[config.mk]
export PLATFORM = sky130hd
export DESIGN_NAME = collective_fanout_sched
export DESIGN_NICKNAME = d
export VERILOG_FILES = /design/src/rtl/collective_pkg.sv /design/src/rtl/comm_table_rf.sv /design/src/rtl/collective_fanout_sched.sv
export SDC_FILE = /design/constraint.sdc
export NUM_CORES = 1
export LEC_CHECK = 0
export ABC_CLOCK_PERIOD_IN_PS = 3100
export CORE_ASPECT_RATIO = 1.5
export CORE_MARGIN = 5
export CORE_UTILIZATION = 54
export CTS_CLUSTER_DIAMETER = 80
export CTS_CLUSTER_SIZE = 20
export DETAILED_ROUTE_END_ITERATION = 10
export GPL_TIMING_DRIVEN = 0
export PLACE_DENSITY = 0.8
export SLEW_MARGIN = 20
export SYNTH_ARGS = -nofsm -noshare
export SYNTH_HDL_FRONTEND = slang
export SYNTH_HIERARCHICAL = 1
export SYNTH_SLANG_ARGS = --single-unit
[constraint.sdc]
create_clock -name clk -period 3.1 [get_ports clk]
set_input_delay 0.31 -clock clk [delete_from_list [all_inputs] [get_ports clk]]
set_output_delay 0.31 -clock clk [all_outputs]
set_load 0.01 [all_outputs]
[src/rtl/collective_pkg.sv]
// Shared field layout for collective flits and communicator-table entries,
// plus the fan-out scheduler state encoding.
package collective_pkg;

    localparam int FLIT_W     = 82;
    localparam int VALID_BIT  = 81;
    localparam int DST_LSB    = 72;
    localparam int SRC_LSB    = 63;
    localparam int RANK_LSB   = 54;
    localparam int CTX_LSB    = 46;
    localparam int COORD_W    = 9;
    localparam int CTX_W      = 8;

    localparam int ENTRY_W      = 43;
    localparam int CFG_ADDR_W   = 2;
    localparam int E_FIRST_LSB  = 0;
    localparam int E_SECOND_LSB = 9;
    localparam int E_THIRD_LSB  = 18;
    localparam int E_LGCS_LSB   = 27;
    localparam int E_LGCS_W     = 4;
    localparam int E_CHILD_LSB  = 31;
    localparam int E_CHILD_W    = 3;
    localparam int E_LRANK_LSB  = 34;

    typedef enum logic {
        IDLE = 1'b0,
        SEND = 1'b1
    } state_t;

    function automatic logic [COORD_W-1:0] entry_dst(input logic [ENTRY_W-1:0] e,
                                                      input logic [1:0] k);
        case (k)
            2'd0:    return e[E_FIRST_LSB  +: COORD_W];
            2'd1:    return e[E_SECOND_LSB +: COORD_W];
            default: return e[E_THIRD_LSB  +: COORD_W];
        endcase
    endfunction

endpackage

[src/rtl/comm_table_rf.sv]
// Communicator table: one registered write port, one combinational read port.
// A same-cycle write is only visible to reads from the following cycle.
module comm_table_rf
    import collective_pkg::*;
#(
    parameter int Entries = 4
) (
    input  logic                  clk,
    input  logic                  rst_n,
    input  logic                  we,
    input  logic [CFG_ADDR_W-1:0] waddr,
    input  logic [ENTRY_W-1:0]    wdata,
    input  logic [CFG_ADDR_W-1:0] raddr,
    output logic [ENTRY_W-1:0]    rdata
);

    logic [ENTRY_W-1:0] mem [Entries];

    always_ff @(posedge clk or negedge rst_n) begin
        if (!rst_n) begin
            for (int i = 0; i < Entries; i++) begin
                mem[i] <= '0;
            end
        end else if (we && (int'(waddr) < Entries)) begin
            mem[waddr] <= wdata;
        end
    end

    assign rdata = (int'(raddr) < Entries) ? mem[raddr] : '0;

endmodule

[src/rtl/collective_fanout_sched.sv]
// Collective fan-out scheduler: replicates an accepted flit to up to three children.
// Optional build macro FANOUT_SELF_SKIP_EN drops child beats addressed to MY_XYZ.
module collective_fanout_sched
    import collective_pkg::*;
#(
    parameter int               FlitWidth     = 82,
    parameter int               CommTableSize = 4,
    parameter logic [COORD_W-1:0] MY_XYZ      = 9'b0
) (
    input  logic                  clk,
    input  logic                  rst_n,
    input  logic [FlitWidth-1:0]  in_flit,
    input  logic                  in_valid,
    output logic                  in_ready,
    input  logic                  cfg_we,
    input  logic [CFG_ADDR_W-1:0] cfg_addr,
    input  logic [ENTRY_W-1:0]    cfg_data,
    output logic [FlitWidth-1:0]  out_flit,
    output logic                  out_valid,
    input  logic                  out_ready,
    output logic                  err_ctx,
    output logic [15:0]           sent_count
);

`ifdef FANOUT_SELF_SKIP_EN
    localparam bit SelfSkip = 1'b1;
`else
    localparam bit SelfSkip = 1'b0;
`endif

    localparam logic [CTX_W-1:0] CtxLimit = CTX_W'(CommTableSize);

    state_t                 state_q, state_d;
    logic [FlitWidth-1:0]   flit_q;
    logic [ENTRY_W-1:0]     entry_q;
    logic [1:0]             n_q;
    logic [1:0]             idx_q, idx_d;
    logic [ENTRY_W-1:0]     rd_data;
    logic [FlitWidth-1:0]   beat_d;
    logic                   load_beat, clr_valid, latch_pkt, err_d;
    logic                   accept, handshake, ctx_ok;
    logic [1:0]             new_n;
    logic [2:0]             first_sel, next_sel;

    function automatic logic [1:0] fanout_n(input logic [ENTRY_W-1:0] e);
        logic [E_CHILD_W-1:0] c;
        c = e[E_CHILD_LSB +: E_CHILD_W];
        return (c > 3'd3) ? 2'd3 : c[1:0];
    endfunction

    function automatic logic beat_skipped(input logic [ENTRY_W-1:0] e, input logic [1:0] k);
        return SelfSkip && (entry_dst(e, k) == MY_XYZ);
    endfunction

    // Returns {found, index} of the lowest non-skipped beat at or after 'start'.
    function automatic logic [2:0] find_beat(input logic [ENTRY_W-1:0] e,
                                             input logic [1:0] n,
                                             input logic [2:0] start);
        logic [2:0] r;
        r = '0;
        for (int k = 2; k >= 0; k--) begin
            if (k >= int'(start) && k < int'(n) && !beat_skipped(e, 2'(k))) begin
                r = {1'b1, 2'(k)};
            end
        end
        return r;
    endfunction

    function automatic logic [FlitWidth-1:0] build_beat(input logic [FlitWidth-1:0] f,
                                                        input logic [ENTRY_W-1:0]   e,
                                                        input logic [1:0]           n,
                                                        input logic [1:0]           k);
        logic [FlitWidth-1:0] r;
        r = f;
        if (n != 2'd0) begin
            r[DST_LSB  +: COORD_W] = entry_dst(e, k);
            r[RANK_LSB +: COORD_W] = e[E_LRANK_LSB +: COORD_W];
        end
        return r;
    endfunction

    comm_table_rf #(
        .Entries (CommTableSize)
    ) u_table (
        .clk   (clk),
        .rst_n (rst_n),
        .we    (cfg_we),
        .waddr (cfg_addr),
        .wdata (cfg_data),
        .raddr (in_flit[CTX_LSB +: CFG_ADDR_W]),
        .rdata (rd_data)
    );

    assign in_ready  = (state_q == IDLE);
    assign accept    = in_valid & in_ready & in_flit[VALID_BIT];
    assign handshake = out_valid & out_ready;
    assign ctx_ok    = (in_flit[CTX_LSB +: CTX_W] < CtxLimit);
    assign new_n     = fanout_n(rd_data);
    assign first_sel = find_beat(rd_data, new_n, 3'd0);
    assign next_sel  = find_beat(entry_q, n_q, {1'b0, idx_q} + 3'd1);

    always_ff @(posedge clk or negedge rst_n) begin
        if (!rst_n) begin
            state_q <= IDLE;
        end else begin
            state_q <= state_d;
        end
    end

    // Leaf packets (n=0) always emit exactly one unmodified beat; self-skip only
    // applies to replicated child beats.
    always_comb begin
        state_d   = state_q;
        load_beat = 1'b0;
        clr_valid = 1'b0;
        latch_pkt = 1'b0;
        err_d     = 1'b0;
        idx_d     = idx_q;
        beat_d    = '0;
        case (state_q)
            IDLE: begin
                if (accept) begin
                    if (!ctx_ok) begin
                        err_d = 1'b1;
                    end else if (new_n == 2'd0) begin
                        latch_pkt = 1'b1;
                        load_beat = 1'b1;
                        idx_d     = 2'd0;
                        beat_d    = in_flit;
                        state_d   = SEND;
                    end else if (first_sel[2]) begin
                        latch_pkt = 1'b1;
                        load_beat = 1'b1;
                        idx_d     = first_sel[1:0];
                        beat_d    = build_beat(in_flit, rd_data, new_n, first_sel[1:0]);
                        state_d   = SEND;
                    end
                end
            end
            SEND: begin
                if (handshake) begin
                    if (next_sel[2]) begin
                        load_beat = 1'b1;
                        idx_d     = next_sel[1:0];
                        beat_d    = build_beat(flit_q, entry_q, n_q, next_sel[1:0]);
                    end else begin
                        clr_valid = 1'b1;
                        state_d   = IDLE;
                    end
                end
            end
            default: state_d = IDLE;
        endcase
    end

    always_ff @(posedge clk or negedge rst_n) begin
        if (!rst_n) begin
            out_valid  <= 1'b0;
            out_flit   <= '0;
            err_ctx    <= 1'b0;
            sent_count <= '0;
            n_q        <= '0;
            idx_q      <= '0;
        end else begin
            err_ctx <= err_d;
            if (load_beat) begin
                out_valid <= 1'b1;
                out_flit  <= beat_d;
                idx_q     <= idx_d;
            end else if (clr_valid) begin
                out_valid <= 1'b0;
            end
            if (latch_pkt) begin
                n_q <= new_n;
            end
            if (handshake) begin
                sent_count <= sent_count + 16'd1;
            end
        end
    end

    // Packet snapshot: later table writes must not disturb the flit in flight.
    always_ff @(posedge clk) begin
        if (latch_pkt) begin
            flit_q  <= in_flit;
            entry_q <= rd_data;
        end
    end

endmodule

==> images/final_congestion.png <==
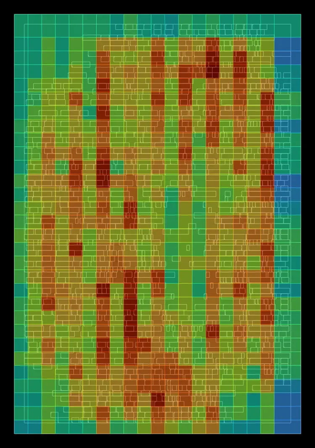
Wirelength per Cell: 21.9 um
Util after Layout: 67.0%

==> images/clock_map.png <==
Bar = 50 um.
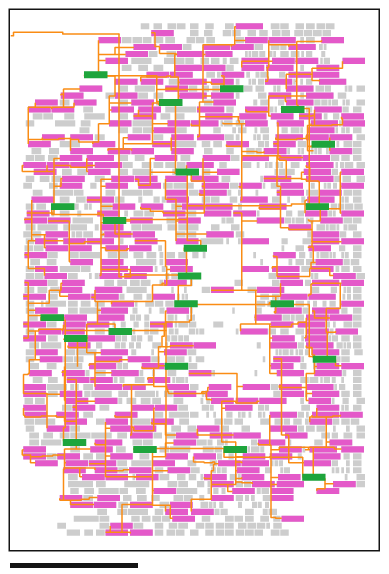
[clock wires] orange | length: 3740 um
[flip-flops] magenta | count: 361
[cells driving clock nets] green | count: 22
routed clock nets: 23
flops lie: widely spread

==> images/registers.png <==
Other sequential cells in the stronger gray, the rest of the logic in the fainter gray.
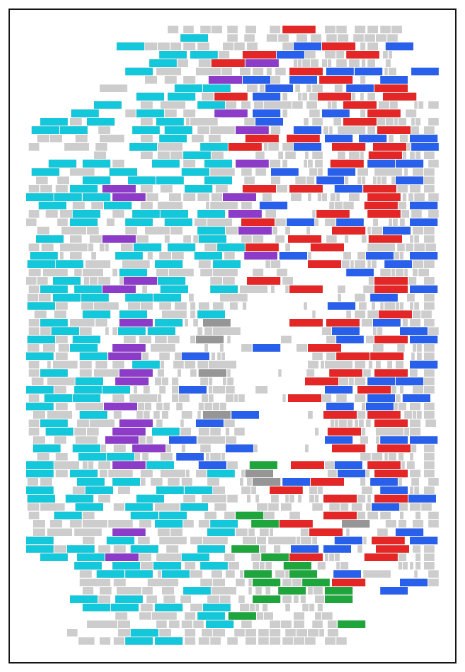
[out_flit] blue | sequential cells: 82
[flit_q] red | sequential cells: 73
[entry_q] purple | sequential cells: 27
[sent_count] green | sequential cells: 16 | where: bottom center
[u_table/mem] cyan | sequential cells: 156

==> images/met4.png <==
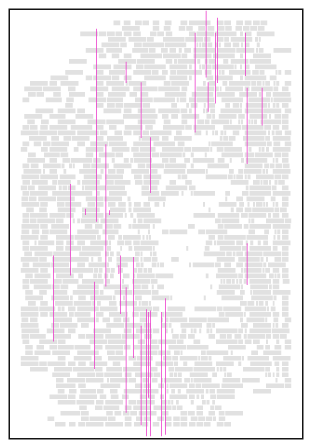
share of all routed wire: 3.2%
longest straight run: 95.2 um
wire length on this layer: 1110 um
main direction: vertical
nets with wire on the layer: 23

==> images/pins.png <==
Pins as bars across the die edge, other pins in gray.
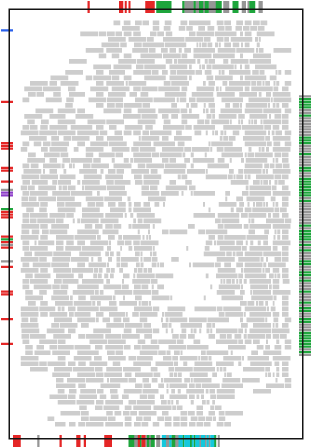
[clk] blue | pins: 1 | direction: input | edge: left
[cfg_addr] purple | pins: 2 | direction: input | edge: left
[cfg_data] red | pins: 43 | direction: input | edge: 18 left, 15 bottom, 10 top
[in_flit] green | pins: 82 | direction: input | edge: 44 right, 23 top, 13 bottom, 2 left
[sent_count] cyan | pins: 16 | direction: output | edge: bottom
Die Y: 212 um
Die Span X: 144 um
I/O Buffers: 228

[power breakdown]
part,switching (W),internal (W),total (W)
Sequential,0.000296,0.00543,0.00573
Clock,0.00152,0.00141,0.00293
Combinational,0.000672,0.00101,0.00168
[timing repair]
action,in CTS,in global routing
hold buffers,1,0
endpoints found under the setup margin,18,1
hold endpoints to repair,94,0
resized,4,1
pin swaps,0,0
[sequential cells by signal, indices dropped and copies added, names as in the netlist]
| register | cells |
|---|---|
| u_table/mem | 156 |
| out_flit | 82 |
| flit_q | 73 |
| entry_q | 27 |
| sent_count | 16 |
| idx_q | 2 |
| n_q | 2 |
| err_ctx | 1 |
| out_valid | 1 |
| state_q | 1 |
[metal layers]
metal | part of all wire [%] | up-vias
li1 | - | 4155
met1 | 38 | 4689
met2 | 53 | 278
met3 | 6.3 | 67
met4 | 3.2 | 4
met5 | 0.072 | -
[worst paths after layout]
check	startpoint	to	slack (ns)	depth (start not counted)
worst min register to register	flit_q[46]$_DFFE_PP_	out_flit[46]$_DFFE_PN0P_	0.47	2
min in group clk	in_flit[81]	flit_q[81]$_DFFE_PP_	0.37	1
worst max-delay path	in_flit[47]	out_flit[73]$_DFFE_PN0P_	0.19	10
worst min-delay path	rst_n	u_table/mem[49]$_DFFE_PN0P_	0.21	2
worst max register to register	state_q$_DFF_PN0_	n_q[0]$_DFFE_PN0P_	0.49	7
max in group asynchronous	rst_n	u_table/mem[126]$_DFFE_PN0P_	1.80	4
[layout make-up]
cell class	instances	area, um^2	share of cell area [%]
sequential	361	9530	52.6
multi-input combinational	538	4790	26.4
timing repair buffer	232	2380	13.1
clock buffer	38	632	3.49
tap	342	428	2.36
buffer	67	320	1.77
inverter	5	23.8	0.131
clock inverter	1	20.0	0.110
antenna	1	2.50	0.0138
==> Changelog: implementation <==
### Implementation results

- Outcome: finished, final reports clean
- CTS tree: done
- Final nets: 1360
- Post-DRT Antenna Nets: 0
- CP Data Required Time: 3.51 ns
- Core ar.: 27000 um^2
- 1st-pass router iterations: 5
- Vias per cell: 5.80
- Initial antenna violation count: 3
- CP endpoint kind: flip-flop
- CP Cell Sequence: clkdlybuf4s50_1 > clkbuf_1 > buf_2 > mux4_2 > nor3_1 > buf_2 > buf_4 > mux2i_1 > nor2_1 > a221o_1
- Clk sinks: 361
- HP Class: in -> async
- P_leak: 7.39 nW
- Via count: 9193
- Gate Count Post-Synth: 971
- Largest net degree at the start of global routing: 110
- Most used cell, CP: buf_2
- Pwr Density: 570 nW/um^2
- Post-Syn Area: 14600 um^2
- Vias in the first global route: 9768
- Slowest CP cell: clkdlybuf4s50_1
- Slew HR: 24.7%
- Layout area overhead: 23.7%
- Commonest Layout Cell: dfrtp_1
- GRT Residual Overflow: 0
- Fmax: 344 MHz
- Post-DP HPWL: 24.9 mm
- RSZ-0062 raised after global routing: no
- Floorplan utilization: 54.2%
- Setup TNS: 0 ns
- DRC: 0
- GRT met2 Usage: 40.6%
- Startpoint types: primary input
- Crit Path Class: in -> reg
- Max incr delay on CP: 0.52 ns
- Tool warnings: 32
- 1st-iter DRT viols: 478
- H-tree depth: 1
- CTS buffer count: 22
- Dpl cell area: 17500 um^2
- Power Total: 0.0103 W
- First-pass GRT wire length: 54.6 mm
- Dpl cells: 1544
- WL final: 34.7 mm
- Share of cells above drive strength 1: 20.7%
- Clock Latency Late Sink: 0.52 ns
- Largest delay contributor family on the critical path: buffers and inverters
- Synth warn: 6
- CTS max path bufs: 3
- Global placer's final weighted congestion: 0.851
- Most numerous logic cells after layout: dfrtp_1 (261), clkdlybuf4s50_1 (227), mux2_2 (154)
- Rows: 74
- Clock root cell: clkbuf_16
- M1 GR Usage: 28.3%
- Final setup fails: 0
- Tot GR Track Use: 22.7%
- Max_cap viols: 0
- Final min period: 2.91 ns
- CP max FO: 10
- Most used routing layer in global routing: met2
- Layout Cells excl Fill: 1585
- # fillers: 1940
- Setup repair bufs after CTS: 0
- Cycle use final: 93.8%
Power is estimated from default activity; no workload was simulated.
